===== config.mk =====
export PLATFORM = sky130hd
export DESIGN_NAME = apb_master
export DESIGN_NICKNAME = d
export VERILOG_FILES = /design/src/rtl/apb_pkg.sv /design/src/rtl/apb_wait_timer.sv /design/src/rtl/apb_master.sv
export SDC_FILE = /design/constraint.sdc
export NUM_CORES = 1
export LEC_CHECK = 0
export CORE_UTILIZATION = 40
export DETAILED_ROUTE_END_ITERATION = 16
export PLACE_DENSITY = 0.85
export SYNTH_ARGS = -nofsm -noshare
export SYNTH_HDL_FRONTEND = slang
export SYNTH_SLANG_ARGS = --single-unit

===== constraint.sdc =====
create_clock -name apb_clk_in -period 7.9 [get_ports apb_clk_in]
set_input_delay 1.185 -clock apb_clk_in [delete_from_list [all_inputs] [get_ports apb_clk_in]]
set_output_delay 1.185 -clock apb_clk_in [all_outputs]
set_load 0.03 [all_outputs]

===== src/rtl/apb_pkg.sv =====
// Shared APB definitions: transfer FSM states and response-flag bit positions,
// common to the initiator and the team's APB completers.
package apb_pkg;

  typedef enum logic [1:0] {
    IDLE   = 2'd0,
    SETUP  = 2'd1,
    ACCESS = 2'd2,
    RESP   = 2'd3
  } apb_state_e;

  localparam int RSP_ERR     = 0;
  localparam int RSP_TIMEOUT = 1;
  localparam int RSP_FLAGS_W = 2;

endpackage


===== src/rtl/apb_wait_timer.sv =====
// Counts ACCESS cycles spent waiting for the completer; flags expiry on the
// cycle the count reaches TIMEOUT_CYCLE. TIMEOUT_CYCLE = 0 disables it.
module apb_wait_timer #(
  parameter int TIMEOUT_CYCLE = 6
) (
  input  logic i_clk,
  input  logic i_rst,
  input  logic i_clr,
  input  logic i_en,
  output logic o_expired
);

  generate
    if (TIMEOUT_CYCLE == 0) begin : g_off
      logic w_unused;
      assign w_unused  = &{1'b0, i_clk, i_rst, i_clr, i_en};
      assign o_expired = 1'b0;
    end else begin : g_on
      localparam int CW = $clog2(TIMEOUT_CYCLE + 1);
      logic [CW-1:0] r_cnt;

      always_ff @(posedge i_clk or posedge i_rst) begin
        if (i_rst)                                 r_cnt <= '0;
        else if (i_clr)                            r_cnt <= '0;
        else if (i_en && r_cnt != CW'(TIMEOUT_CYCLE)) r_cnt <= r_cnt + 1'b1;
      end

      // Fires on the waiting cycle that brings the count to the limit.
      assign o_expired = i_en && (r_cnt == CW'(TIMEOUT_CYCLE - 1));
    end
  endgenerate

endmodule


===== src/rtl/apb_master.sv =====
// APB3 initiator: one valid/ready command -> one SETUP/ACCESS transfer -> one
// response. Optional write strobes when APB_WSTRB_EN is defined.
module apb_master
  import apb_pkg::*;
#(
  parameter int APB_DATA_WIDTH = 32,
  parameter int APB_ADDR_WIDTH = 32,
  parameter int TIMEOUT_CYCLE  = 6
) (
  input  logic                      apb_clk_in,
  input  logic                      apb_rst_in,
  input  logic                      cmd_valid_in,
  output logic                      cmd_ready_out,
  input  logic                      cmd_write_in,
  input  logic [APB_ADDR_WIDTH-1:0] cmd_addr_in,
  input  logic [APB_DATA_WIDTH-1:0] cmd_wdata_in,
`ifdef APB_WSTRB_EN
  input  logic [APB_DATA_WIDTH/8-1:0] cmd_strb_in,
  output logic [APB_DATA_WIDTH/8-1:0] apb_strb_out,
`endif
  output logic                      rsp_valid_out,
  input  logic                      rsp_ready_in,
  output logic [APB_DATA_WIDTH-1:0] rsp_rdata_out,
  output logic                      rsp_err_out,
  output logic                      rsp_timeout_out,
  output logic [APB_ADDR_WIDTH-1:0] apb_addr_out,
  output logic                      apb_psel_out,
  output logic                      apb_penable_out,
  output logic                      apb_write_out,
  output logic [APB_DATA_WIDTH-1:0] apb_wdata_out,
  input  logic [APB_DATA_WIDTH-1:0] apb_rdata_in,
  input  logic                      apb_ready_in,
  input  logic                      apb_slverr_in
);

  apb_state_e r_state, w_next;

  logic                      r_psel, r_penable, r_write, r_rsp_valid;
  logic [APB_ADDR_WIDTH-1:0] r_addr;
  logic [APB_DATA_WIDTH-1:0] r_wdata, r_rdata;
  logic [RSP_FLAGS_W-1:0]    r_flags;

  logic                      w_accept, w_expired, w_wait_en, w_wait_clr;
  logic                      w_psel_nxt, w_penable_nxt, w_rsp_valid_nxt, w_capture;
  logic [APB_DATA_WIDTH-1:0] w_rdata_nxt;
  logic [RSP_FLAGS_W-1:0]    w_flags_nxt;

  assign w_accept   = cmd_valid_in && (r_state == IDLE);
  assign w_wait_en  = (r_state == ACCESS) && !apb_ready_in;
  assign w_wait_clr = (r_state == SETUP);

  apb_wait_timer #(.TIMEOUT_CYCLE(TIMEOUT_CYCLE)) u_wait_timer (
    .i_clk     (apb_clk_in),
    .i_rst     (apb_rst_in),
    .i_clr     (w_wait_clr),
    .i_en      (w_wait_en),
    .o_expired (w_expired)
  );

  always_ff @(posedge apb_clk_in or posedge apb_rst_in) begin
    if (apb_rst_in) r_state <= IDLE;
    else            r_state <= w_next;
  end

  always_comb begin
    w_next = r_state;
    case (r_state)
      IDLE:    if (cmd_valid_in) w_next = SETUP;
      SETUP:   w_next = ACCESS;
      ACCESS:  if (apb_ready_in || w_expired) w_next = RESP;
      RESP:    if (rsp_ready_in) w_next = IDLE;
      default: w_next = IDLE;
    endcase
  end

  // Next values for the registered outputs; ready beats an expiry on the same cycle.
  always_comb begin
    w_psel_nxt      = (w_next == SETUP) || (w_next == ACCESS);
    w_penable_nxt   = (w_next == ACCESS);
    w_rsp_valid_nxt = (w_next == RESP);
    w_capture       = 1'b0;
    w_rdata_nxt     = r_rdata;
    w_flags_nxt     = r_flags;
    if (r_state == ACCESS) begin
      if (apb_ready_in) begin
        w_capture            = 1'b1;
        w_rdata_nxt          = r_write ? '0 : apb_rdata_in;
        w_flags_nxt          = '0;
        w_flags_nxt[RSP_ERR] = apb_slverr_in;
      end else if (w_expired) begin
        w_capture                = 1'b1;
        w_rdata_nxt              = '0;
        w_flags_nxt[RSP_ERR]     = 1'b1;
        w_flags_nxt[RSP_TIMEOUT] = 1'b1;
      end
    end
  end

  always_ff @(posedge apb_clk_in or posedge apb_rst_in) begin
    if (apb_rst_in) begin
      r_psel      <= 1'b0;
      r_penable   <= 1'b0;
      r_rsp_valid <= 1'b0;
      r_write     <= 1'b0;
      r_addr      <= '0;
      r_wdata     <= '0;
      r_rdata     <= '0;
      r_flags     <= '0;
    end else begin
      r_psel      <= w_psel_nxt;
      r_penable   <= w_penable_nxt;
      r_rsp_valid <= w_rsp_valid_nxt;
      if (w_accept) begin
        r_write <= cmd_write_in;
        r_addr  <= cmd_addr_in;
        r_wdata <= cmd_wdata_in;
      end
      if (w_capture) begin
        r_rdata <= w_rdata_nxt;
        r_flags <= w_flags_nxt;
      end
    end
  end

`ifdef APB_WSTRB_EN
  logic [APB_DATA_WIDTH/8-1:0] r_strb;

  always_ff @(posedge apb_clk_in or posedge apb_rst_in) begin
    if (apb_rst_in)    r_strb <= '0;
    else if (w_accept) r_strb <= cmd_write_in ? cmd_strb_in : '0;
  end

  assign apb_strb_out = r_strb;
`endif

  assign cmd_ready_out   = (r_state == IDLE);
  assign rsp_valid_out   = r_rsp_valid;
  assign rsp_rdata_out   = r_rdata;
  assign rsp_err_out     = r_flags[RSP_ERR];
  assign rsp_timeout_out = r_flags[RSP_TIMEOUT];
  assign apb_addr_out    = r_addr;
  assign apb_psel_out    = r_psel;
  assign apb_penable_out = r_penable;
  assign apb_write_out   = r_write;
  assign apb_wdata_out   = r_wdata;

endmodule


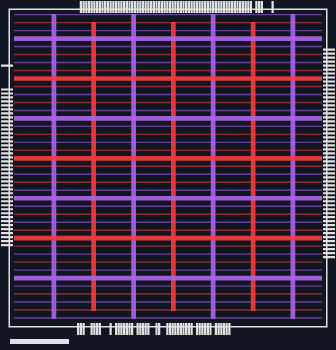
Run 1: supply network
Scale bar: 20 um. Pins as bars on the die edge.
legend:
  VDD:
    colour: red
  VSS:
    colour: purple
signal pins: 206
rows: 38

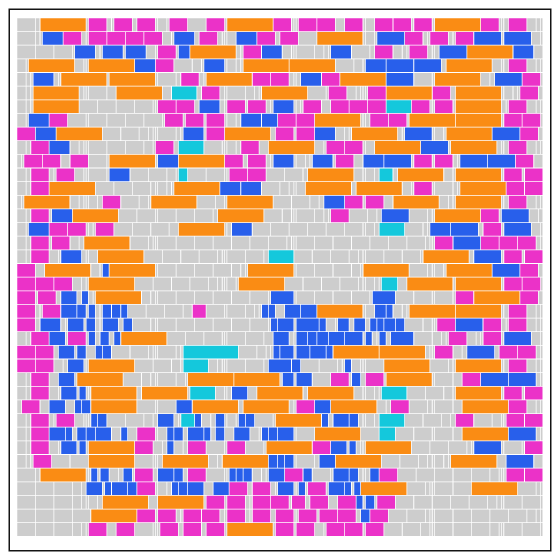
Run 1: placed cells, one colour a class
Fill, decap, tap and diode cells in grey.
legend:
  remaining buffers and delay cells:
    colour: magenta
    cells: 207
  registers:
    colour: orange
    cells: 107
  clock drivers and dummy loads:
    colour: cyan
    cells: 15
  remaining logic cells:
    colour: blue
    cells: 199

==> Changelog: implementation, run 1 <==
### Metrics

* Dpl hpwl at 8.07 mm
* Vias in the first global route at 3487
* Routed length on met2 at 5.96 mm
* R2r startpoint: u_wait_timer.g_on.r_cnt[1]$_DFFE_PP0P_
* Yosys stat area at 0.00447 mm2
* Die y size at 108 um
* Syn_area_per_cell at 13.5 um2
* Ys flop type: dfrtp_1
* Buffering overhead at 30.5%
* Final WL at 11.3 mm
* Top cells, area: dfrtp_1 (60%), mux2_4 (9.8%), mux2_2 (9.1%)
* Syn nets at 440
* Status: finished, final reports clean
* Top logic family: multiplexers
* Met1 Use GR at 22.7%
* DRT met1 WL at 4.39 mm
* Met2 Resource Use GR at 34.4%
* Init Core Util at 41.2%
* Core Area at 0.0108 mm2
* Logic Gate Count at 193
* Placed cells at 653
* Worst setup path startpoint: apb_ready_in
* CP cell instances: clkdlybuf4s50_1 -> buf_4 -> a21oi_2 -> nor2_1 -> or3_1 -> ha_1
* CTS Buf Count at 9
* Sequential share of power at 33.5%
* Well Taps at 140
* Clk_buf instances at 9
* Most frequent cells in the layout: clkdlybuf4s50_1 (205), dfrtp_1 (107), mux2_2 (36)
* Comb area share at 24.2%
* Register area at 0.00268 mm2
* OpenROAD warnings at 29
* Final worst slack at 4.58 ns
* Fin crit share at 42.1%
* Commonest Layout Cell: clkdlybuf4s50_1
* Post-Syn Area at 0.00447 mm2
* Dpl cell area at 0.00659 mm2
* CP peak stage delay at 0.89 ns
* Min cycle time layout at 3.32 ns
* Fin. max-slew vios at 0
* Pre-CTS setup slack at 4.24 ns
* Antenna viol nets, final at 0
* Site row count at 38
* Post-synth ARST share at 100%
* Mux area share at 18.8%
* Worst-Skew Late Latency at 0.36 ns
* XOR Share, Synth at 0%
* R2r worst-path depth at 6
* PortBufs at 205
* Grt ovf at 0
* HP Start: rsp_rdata_out[9]$_DFFE_PP0P_
* TritonRoute pass-1 iters at 5
* Yosys simple share at 10.7%
* Top pwr grp: combinational logic
* Crit. path cell count at 6
* Required time of the worst setup path at 8.14 ns
* Hold slack at 0.512 ns
* Gates resized, CTS repair at 0
* Final nets at 632
* Highest Signal Layer: met4
* Final Instance Area at 0.00678 mm2
* Design Power at 2.94 mW
* Clock Path Buffers at 2
* Global-route wire length before repair at 17.3 mm
* Post-Synthesis Cells at 332
* Crit-path slowest cell: a21oi_2
* Crit. End Element: flop
* Synth top area share at 60.0%
* # IOs at 206
* Commonest cells in the netlist: dfrtp_1 (107), mux2_2 (36), nand2_1 (35)
* P_leak at 2.91 nW
* Hold Fails Final Rpt at 0
* Max-cap viol count at 0
* FF+latch count, synth at 107
* Antenna Cells at 0
* Final Wtd Congestion at 0.754
* Relative slew slack at 12.3%
* EDFF count, synth at 0
* Fill cells at 856
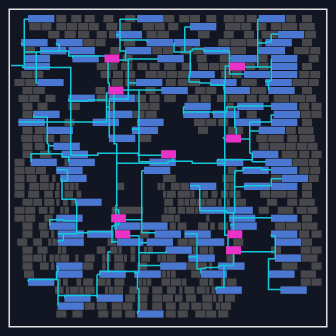
Run 1: clock network drawn from the DEF
legend:
  flip-flops:
    colour: blue
    count: 107
  clock wires:
    colour: cyan
    length: 1210 um
  clock-net drivers:
    colour: magenta
    count: 9
routed clock nets: 10

==> inputs of run 2 (changes only) <==
==> constraint.sdc (replaced) <==
create_clock -name apb_clk_in -period 3.4 [get_ports apb_clk_in]
set_input_delay 0.51 -clock apb_clk_in [delete_from_list [all_inputs] [get_ports apb_clk_in]]
set_output_delay 0.51 -clock apb_clk_in [all_outputs]
set_load 0.03 [all_outputs]
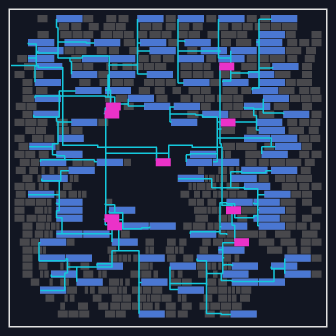
Run 2: clock network drawn from the DEF
legend:
  flip-flops:
    colour: blue
    count: 107
  clock-net drivers:
    colour: magenta
    count: 9
  clock wires:
    colour: cyan
    length: 1200 um
routed clock nets: 10
Power Clock: 0.797 mW
worst clock skew: 0.00874 ns
clock share of power: 11.6%
Worst-Skew Late Latency: 0.36 ns

==> run 2 against run 1 <==
Clock power rose by 140%. Count of clock-buffer cells in the layout rose by 2. Highest routed layer unchanged. Sequential share of layout area fell by 0.44 points. Die area did not move. Global-route usage rose by 0.29 points.
==> Changelog: implementation, run 2 <==
### Metrics

* Crit. path cell count at 2 (-4)
* Placed cells at 660 (+1.1%)
* Gates resized, CTS repair at 0 (unchanged)
* Relative slew slack at 53.0% (+41 points)
* CP peak stage delay at 0.77 ns (-0.12 ns)
* R2r startpoint: r_state[1]$_DFF_PP0_
* Sequential share of power at 32.5% (-1.0 points)
* Fin. max-slew vios at 0 (unchanged)
* Status: finished, final reports clean
* Top logic family: multiplexers
* Crit. End Element: primary output
* Met2 Resource Use GR at 33.4% (-0.96 points)
* Required time of the worst setup path at 2.89 ns (-5.25 ns)
* Post-synth ARST share at 100% (unchanged)
* Yosys stat area at 0.00447 mm2 (unchanged)
* Post-Synthesis Cells at 332 (unchanged)
* TritonRoute pass-1 iters at 4 (-1)
* DRT met1 WL at 4.68 mm (+6.6%)
* Most frequent cells in the layout: clkdlybuf4s50_1 (205), dfrtp_1 (107), mux2_2 (36)
* Ys flop type: dfrtp_1
* Comb area share at 23.9% (-0.27 points)
* Antenna Cells at 0 (unchanged)
* Final nets at 639 (+1.1%)
* Syn_area_per_cell at 13.5 um2 (unchanged)
* Commonest cells in the netlist: dfrtp_1 (107), mux2_2 (36), nand2_1 (35)
* Min cycle time layout at 2.38 ns
* Dpl hpwl at 8.10 mm (+0.40%)
* Fin crit share at 69.9%
* Antenna viol nets, final at 0 (unchanged)
* XOR Share, Synth at 0% (unchanged)
* Final worst slack at 1.02 ns (-3.55 ns)
* Design Power at 6.89 mW (+130%)
* Max-cap viol count at 0 (unchanged)
* R2r worst-path depth at 4 (-2)
* Vias in the first global route at 3525 (+1.1%)
* PortBufs at 205 (unchanged)
* Core Area at 0.0108 mm2 (unchanged)
* CP cell instances: nor2_2 -> clkdlybuf4s50_1
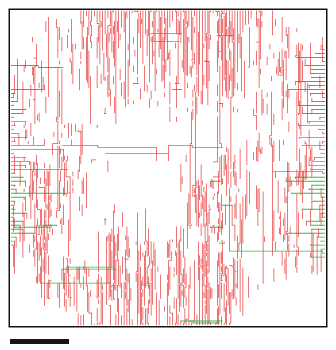
Run 2: routed metal, one colour a layer
Scale bar: 20 um. Two of the layers only.
legend:
  M3:
    colour: green
    wire_length: 713 um
  M2:
    colour: red
    wire_length: 5740 um
DR vias: 3403
GRT Total Usage: 19.7%
final WL: 11.4 mm

Power figures rest on the tool's default switching activity, not on a simulated workload.
